## src/rtl/aes_mmio_responder.sv

```systemverilog
// -----------------------------------------------------------------------------
// aes_mmio_responder
//
// Memory-mapped front end for an AES core, attached to the processor's
// execute-stage store bus. Stores to the data window fill an 8-word buffer.
// Words 0..3 form the key and words 4..7 form the plaintext. A store to the
// command register launches the core, clears the block, or selects which view
// is returned on aes_read. The ciphertext is captured when the core completes.
//
// Optional feature macro: AES_MMIO_TIMEOUT_EN
//   When defined, a BUSY watchdog forces DONE after TIMEOUT_CYCLES cycles
//   without aes_done and sets the timeout and err flags.
//   When undefined, no watchdog is built and status bit3 reads 0.
//
// Ports:
//   clk            in   1    clock
//   reset          in   1    asynchronous active-low reset
//   MemWriteX      in   1    store strobe (execute stage)
//   ALUResultX     in   32   byte address (execute stage)
//   RD2X           in   32   store data
//   aes_read       out  32   registered read view selected by RSEL
//   aes_key        out  128  key to AES core (buffer words 0..3)
//   aes_plaintext  out  128  plaintext to AES core (buffer words 4..7)
//   aes_start      out  1    one-cycle launch pulse
//   aes_done       in   1    core completion pulse
//   aes_ciphertext in   128  core result, valid with aes_done
// -----------------------------------------------------------------------------
module aes_mmio_responder #(
  parameter logic [31:0] CMD_ADDR       = 32'd77,
  parameter logic [29:0] WIN_WORD       = 30'd14,
  parameter int unsigned TIMEOUT_CYCLES = 32'd1024
) (
  input  logic         clk,
  input  logic         reset,
  input  logic         MemWriteX,
  input  logic [31:0]  ALUResultX,
  input  logic [31:0]  RD2X,
  output logic [31:0]  aes_read,
  output logic [127:0] aes_key,
  output logic [127:0] aes_plaintext,
  output logic         aes_start,
  input  logic         aes_done,
  input  logic [127:0] aes_ciphertext
);

  typedef enum logic [1:0] {
    ST_IDLE = 2'd0,
    ST_LOAD = 2'd1,
    ST_BUSY = 2'd2,
    ST_DONE = 2'd3
  } state_t;

  state_t         r_state;
  logic [3:0]     r_wptr;
  logic [2:0]     r_rsel;
  logic           r_done;
  logic           r_err;
  logic [31:0]    r_buf [8];
  logic [127:0]   r_result;
  logic [31:0]    r_read;
  logic           r_start;

  logic           w_cmd_wr;
  logic           w_dat_wr;
  logic           w_clear;
  logic           w_start_cmd;
  logic           w_busy_entry;
  logic           w_dat_accept;
  logic           w_tmo_hit;
  logic           w_timeout_flag;
  logic [31:0]    w_status;

  assign w_cmd_wr     = MemWriteX && (ALUResultX == CMD_ADDR);
  // The byte offset inside the window word is deliberately ignored.
  assign w_dat_wr     = MemWriteX && (ALUResultX[31:2] == WIN_WORD);
  assign w_clear      = w_cmd_wr && RD2X[1];
  assign w_start_cmd  = w_cmd_wr && RD2X[0];
  // CLEAR outranks START when both bits are set in one command.
  assign w_busy_entry = w_start_cmd && !w_clear && (r_wptr == 4'd8) &&
                        ((r_state == ST_LOAD) || (r_state == ST_DONE));
  assign w_dat_accept = w_dat_wr && (r_state != ST_BUSY) && (r_wptr != 4'd8);

  assign w_status = {21'd0, r_rsel, r_wptr, w_timeout_flag, r_err, r_done,
                     (r_state == ST_BUSY)};

  assign aes_key       = {r_buf[0], r_buf[1], r_buf[2], r_buf[3]};
  assign aes_plaintext = {r_buf[4], r_buf[5], r_buf[6], r_buf[7]};
  assign aes_start     = r_start;
  assign aes_read      = r_read;

`ifdef AES_MMIO_TIMEOUT_EN
  localparam logic [31:0] TMO_LAST = 32'(TIMEOUT_CYCLES - 32'd1);

  logic [31:0] r_tcnt;
  logic        r_timeout;

  // The limit is reached on the TIMEOUT_CYCLES-th BUSY cycle. A coincident
  // aes_done or CLEAR takes precedence over the watchdog.
  assign w_tmo_hit = (r_state == ST_BUSY) && (r_tcnt == TMO_LAST) &&
                     !aes_done && !w_clear;
  assign w_timeout_flag = r_timeout;

  // BUSY watchdog counter and sticky timeout flag.
  always_ff @(posedge clk or negedge reset) begin
    if (!reset) begin
      r_tcnt    <= 32'd0;
      r_timeout <= 1'b0;
    end else if (w_clear) begin
      r_tcnt    <= 32'd0;
      r_timeout <= 1'b0;
    end else begin
      if (w_busy_entry) begin
        r_tcnt <= 32'd0;
      end else if (r_state == ST_BUSY) begin
        r_tcnt <= r_tcnt + 32'd1;
      end
      if (w_tmo_hit) begin
        r_timeout <= 1'b1;
      end
    end
  end
`else
  assign w_tmo_hit      = 1'b0;
  assign w_timeout_flag = 1'b0;
`endif

  // Control FSM, load buffer, flags and result capture.
  always_ff @(posedge clk or negedge reset) begin
    if (!reset) begin
      r_state  <= ST_IDLE;
      r_wptr   <= 4'd0;
      r_rsel   <= 3'd0;
      r_done   <= 1'b0;
      r_err    <= 1'b0;
      r_result <= 128'd0;
      r_start  <= 1'b0;
      for (int i = 0; i < 8; i++) begin
        r_buf[i] <= 32'd0;
      end
    end else begin
      r_start <= 1'b0;
      if (w_cmd_wr) begin
        r_rsel <= RD2X[4:2];
      end
      if (w_clear) begin
        // Buffer contents and the last result are intentionally retained.
        r_state <= ST_IDLE;
        r_wptr  <= 4'd0;
        r_done  <= 1'b0;
        r_err   <= 1'b0;
      end else begin
        if (w_busy_entry) begin
          r_state <= ST_BUSY;
          r_start <= 1'b1;
        end else if (w_start_cmd) begin
          r_err <= 1'b1;
        end
        if (w_dat_wr) begin
          if (w_dat_accept) begin
            r_buf[r_wptr[2:0]] <= RD2X;
            r_wptr             <= r_wptr + 4'd1;
            if (r_state == ST_IDLE) begin
              r_state <= ST_LOAD;
            end
          end else begin
            r_err <= 1'b1;
          end
        end
        // Completion is only honoured in BUSY; stray pulses elsewhere are ignored.
        if (r_state == ST_BUSY) begin
          if (aes_done) begin
            r_state  <= ST_DONE;
            r_result <= aes_ciphertext;
            r_done   <= 1'b1;
          end else if (w_tmo_hit) begin
            r_state <= ST_DONE;
            r_err   <= 1'b1;
          end
        end
      end
    end
  end

  // Read view register: refreshed every cycle from RSEL, no side effects.
  always_ff @(posedge clk or negedge reset) begin
    if (!reset) begin
      r_read <= 32'd0;
    end else begin
      case (r_rsel)
        3'd0:    r_read <= w_status;
        3'd1:    r_read <= r_result[127:96];
        3'd2:    r_read <= r_result[95:64];
        3'd3:    r_read <= r_result[63:32];
        3'd4:    r_read <= r_result[31:0];
        3'd5:    r_read <= {28'd0, r_wptr};
        default: r_read <= 32'd0;
      endcase
    end
  end

endmodule

```

## config.mk

```make
export PLATFORM = sky130hd
export DESIGN_NAME = aes_mmio_responder
export DESIGN_NICKNAME = d
export VERILOG_FILES = /design/src/rtl/aes_mmio_responder.sv
export SDC_FILE = /design/constraint.sdc
export NUM_CORES = 1
export LEC_CHECK = 0
export CORE_MARGIN = 8
export CORE_UTILIZATION = 45
export DETAILED_ROUTE_END_ITERATION = 10
export GPL_TIMING_DRIVEN = 0
export MAX_ROUTING_LAYER = met4
export PLACE_DENSITY_LB_ADDON = 0.08
export SKIP_CTS_REPAIR_TIMING = 1
export SLEW_MARGIN = 20
export SYNTH_ARGS = -nofsm -noshare
export SYNTH_HDL_FRONTEND = slang
export SYNTH_SLANG_ARGS = --single-unit
```

## constraint.sdc

```tcl
create_clock -name clk -period 3.57 [get_ports clk]
set_input_delay 0.5355 -clock clk [delete_from_list [all_inputs] [get_ports clk]]
set_output_delay 0.5355 -clock clk [all_outputs]
set_load 0.005 [all_outputs]
```

==> impl_metrics.json <==
{
  "post_synth_num_cell_types": 44,
  "logic_inverters": 12,
  "power.density_nw_per_um2": 411,
  "wl_met2_um": 24700,
  "area_of_the_multi_input_gates_um2": 5850,
  "power.static_leakage_nw": 11.6,
  "irDropWorstVdd_mv": 0.316,
  "chipWidth_um": 210,
  "routed_wl_um": 50400,
  "h-tree-depth": 2,
  "fillers": 2866,
  "tapCellCount": 474,
  "reg2regPathDepth": 9,
  "final_area_um2": 24000,
  "clock_power_share_pct": 46.9,
  "cts_buffers": 45,
  "place_congestion": 0.792,
  "comb_power_share_pct": 3.9,
  "clock_transition_at_the_register_clock_pins_on_the_worst_setup_and_hold_paths_after_cts_ps": 60,
  "crit_path_end_kind": "flip-flop",
  "syn_inst": 1035,
  "timing.slew.headroom_pct": 44.0,
  "synthTopCellsByArea": "dfrtp_1 63%, mux2_2 18%, mux2_4 5.3%",
  "post-layout-total-power_w": 0.00985,
  "worst_hold_path.num_cells": 1,
  "layout.nets": 1768,
  "number_of_register_bits_inferred_by_synthesis": 428,
  "yosysSeqAreaShare_pct": 63.3,
  "register_area_um2": 10700,
  "antenna_cells": 6,
  "area_share_clock_buf_inv_pct": 6.12,
  "mappedNetlistArea_um2": 16900,
  "finish.cell_count_without_fillers": 2086,
  "n_clock_buffer": 68,
  "synth-async-reset-ratio_pct": 100,
  "avgSynthCellArea_um2": 16.3,
  "floorplan.core_area_um2": 37300,
  "maximum_buffer_depth_of_the_clock_tree": 3,
  "antenna_found_initial": 6,
  "max_slew.worst_pin.slew_ps": 837,
  "yosys.area.top_type": "dfrtp_1",
  "grtUsageMet2_pct": 37.6,
  "worst_clock_skew_ps": 8.87,
  "switchingPower_w": 0.00209,
  "post_synth_xor_area_fraction_pct": 0.104,
  "worstPathCellList": "clkbuf_1, inv_1, ha_1, and3b_1, or2_1, nor3_4, nand4_4, buf_6, mux2_1",
  "std_cell_rows": 71,
  "status": "finished, final reports clean",
  "cts_tree": "yes",
  "top_layer_used": "met4",
  "seq-cell-share_pct": 44.7,
  "largestClassByArea": "sequential cells",
  "worst_ep_required_time_ps": 4000,
  "firstDrtPassIters": 4,
  "detailedRoute.firstIterationViolations": 420,
  "die-height_um": 210,
  "combAreaFraction_pct": 24.4,
  "finalHoldViolations": 0,
  "flops": 428,
  "tool_warnings": 27,
  "synth.cellmix.simpleShare_pct": 2.71,
  "grt_pass1_wl_um": 75500,
  "ff_type": "dfrtp_1",
  "yosysCellCount": 1035,
  "timing_worst_setup_path_type": "reg2reg",
  "cp_top_family": "simple AND/OR/NAND/NOR gates",
  "cap_violations": 0,
  "sequential_power_share_pct": 49.3,
  "adder_share_pct": 0.148
}
[worst paths after layout]
kind | endpoint | slack (ps) | start
worst min-delay path | aes_key[124] | 490 | aes_key[124]
min in group asynchronous | aes_key[86] | 540 | reset
worst max-delay path | aes_key[59] | 230 | r_wptr[1]
worst max register to register | aes_key[59] | 230 | r_wptr[1]
max in group asynchronous | aes_read[12] | 1710 | reset
worst min register to register | aes_key[124] | 490 | aes_key[124]
[power by group through the flow]
stage | combinational (W) | sequential [W] | clock, W
floorplan | 0.0000121 | 0.00494 | 0
global placement | 0.000370 | 0.00495 | 0
detailed placement | 0.000389 | 0.00494 | 0
CTS | 0.000391 | 0.00485 | 0.00473
global route | 0.000417 | 0.00485 | 0.00493
finish | 0.000381 | 0.00485 | 0.00461
Figure 1. Track usage over the die.
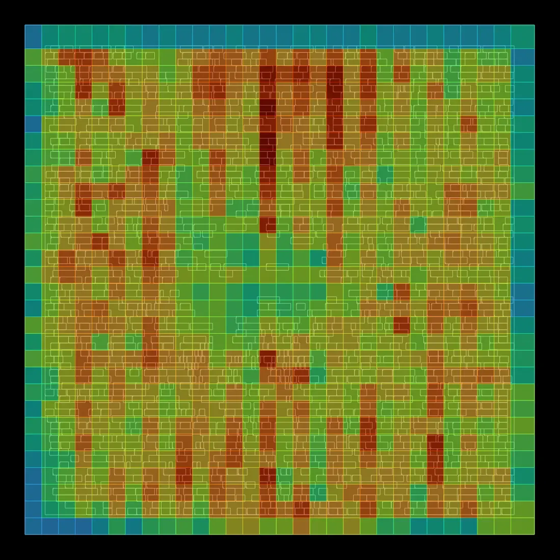
most used routing layer: met2
met3 Use GR: 6.67%
utilization of the core after routing: 64.2%
global-route track usage on met1: 28.1%

Figure 2. Nets reached from selected ports.
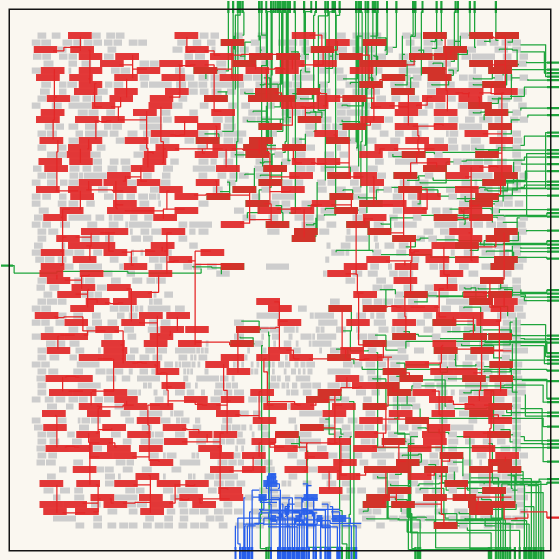
color	port	direction	end cells	wire
red	`reset`	input	428	3,090 µm
blue	`ALUResultX`	input	12	862 µm
green	`aes_key`	output	128	6,650 µm
quantity of I/O buffers inserted on ports: 483
top-level I/O count: 485

Figure 3. Cell sizes after repair.
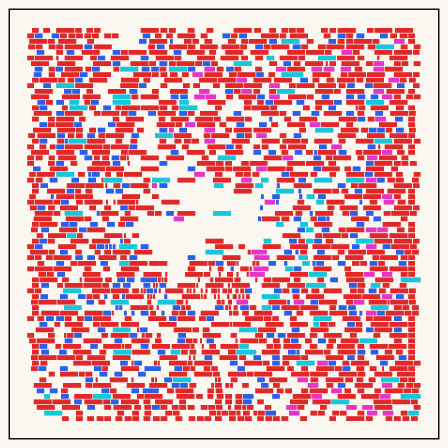
color	size	cells	share
red	x1 and smaller	1,141	71%
magenta	x3 and x4	67	4.2%
cyan	x6 and larger	77	4.8%
blue	x2	321	20%
area added between synthesis and finish: 41.7%
Signal buffers: 542

Figure 4. Routed metal per tile.
The bar under the picture is 50 µm long. 21 x 21 tiles, from dark purple (low) to yellow (high), scaled to the fullest tile. Values are wire area over tile area, all layers added.
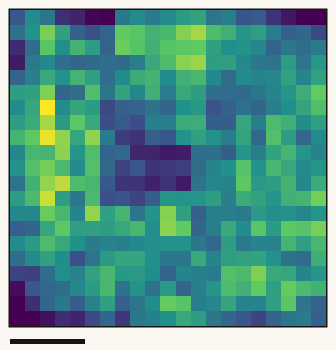
densest ninth of the die	left middle
tiles over half the peak	47%
emptiest ninth of the die	middle
fullest tile	0.38

Figure 5. Cells colored by class.
The bar under the picture is 50 µm long.
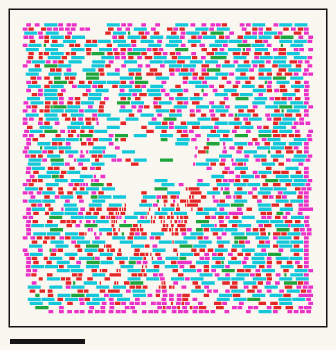
color	class	cells	share of their area
green	clock drivers and dummy loads	83	6.3%
cyan	sequential cells	428	46%
red	remaining logic cells	553	25%
magenta	remaining buffers and delay cells	542	23%

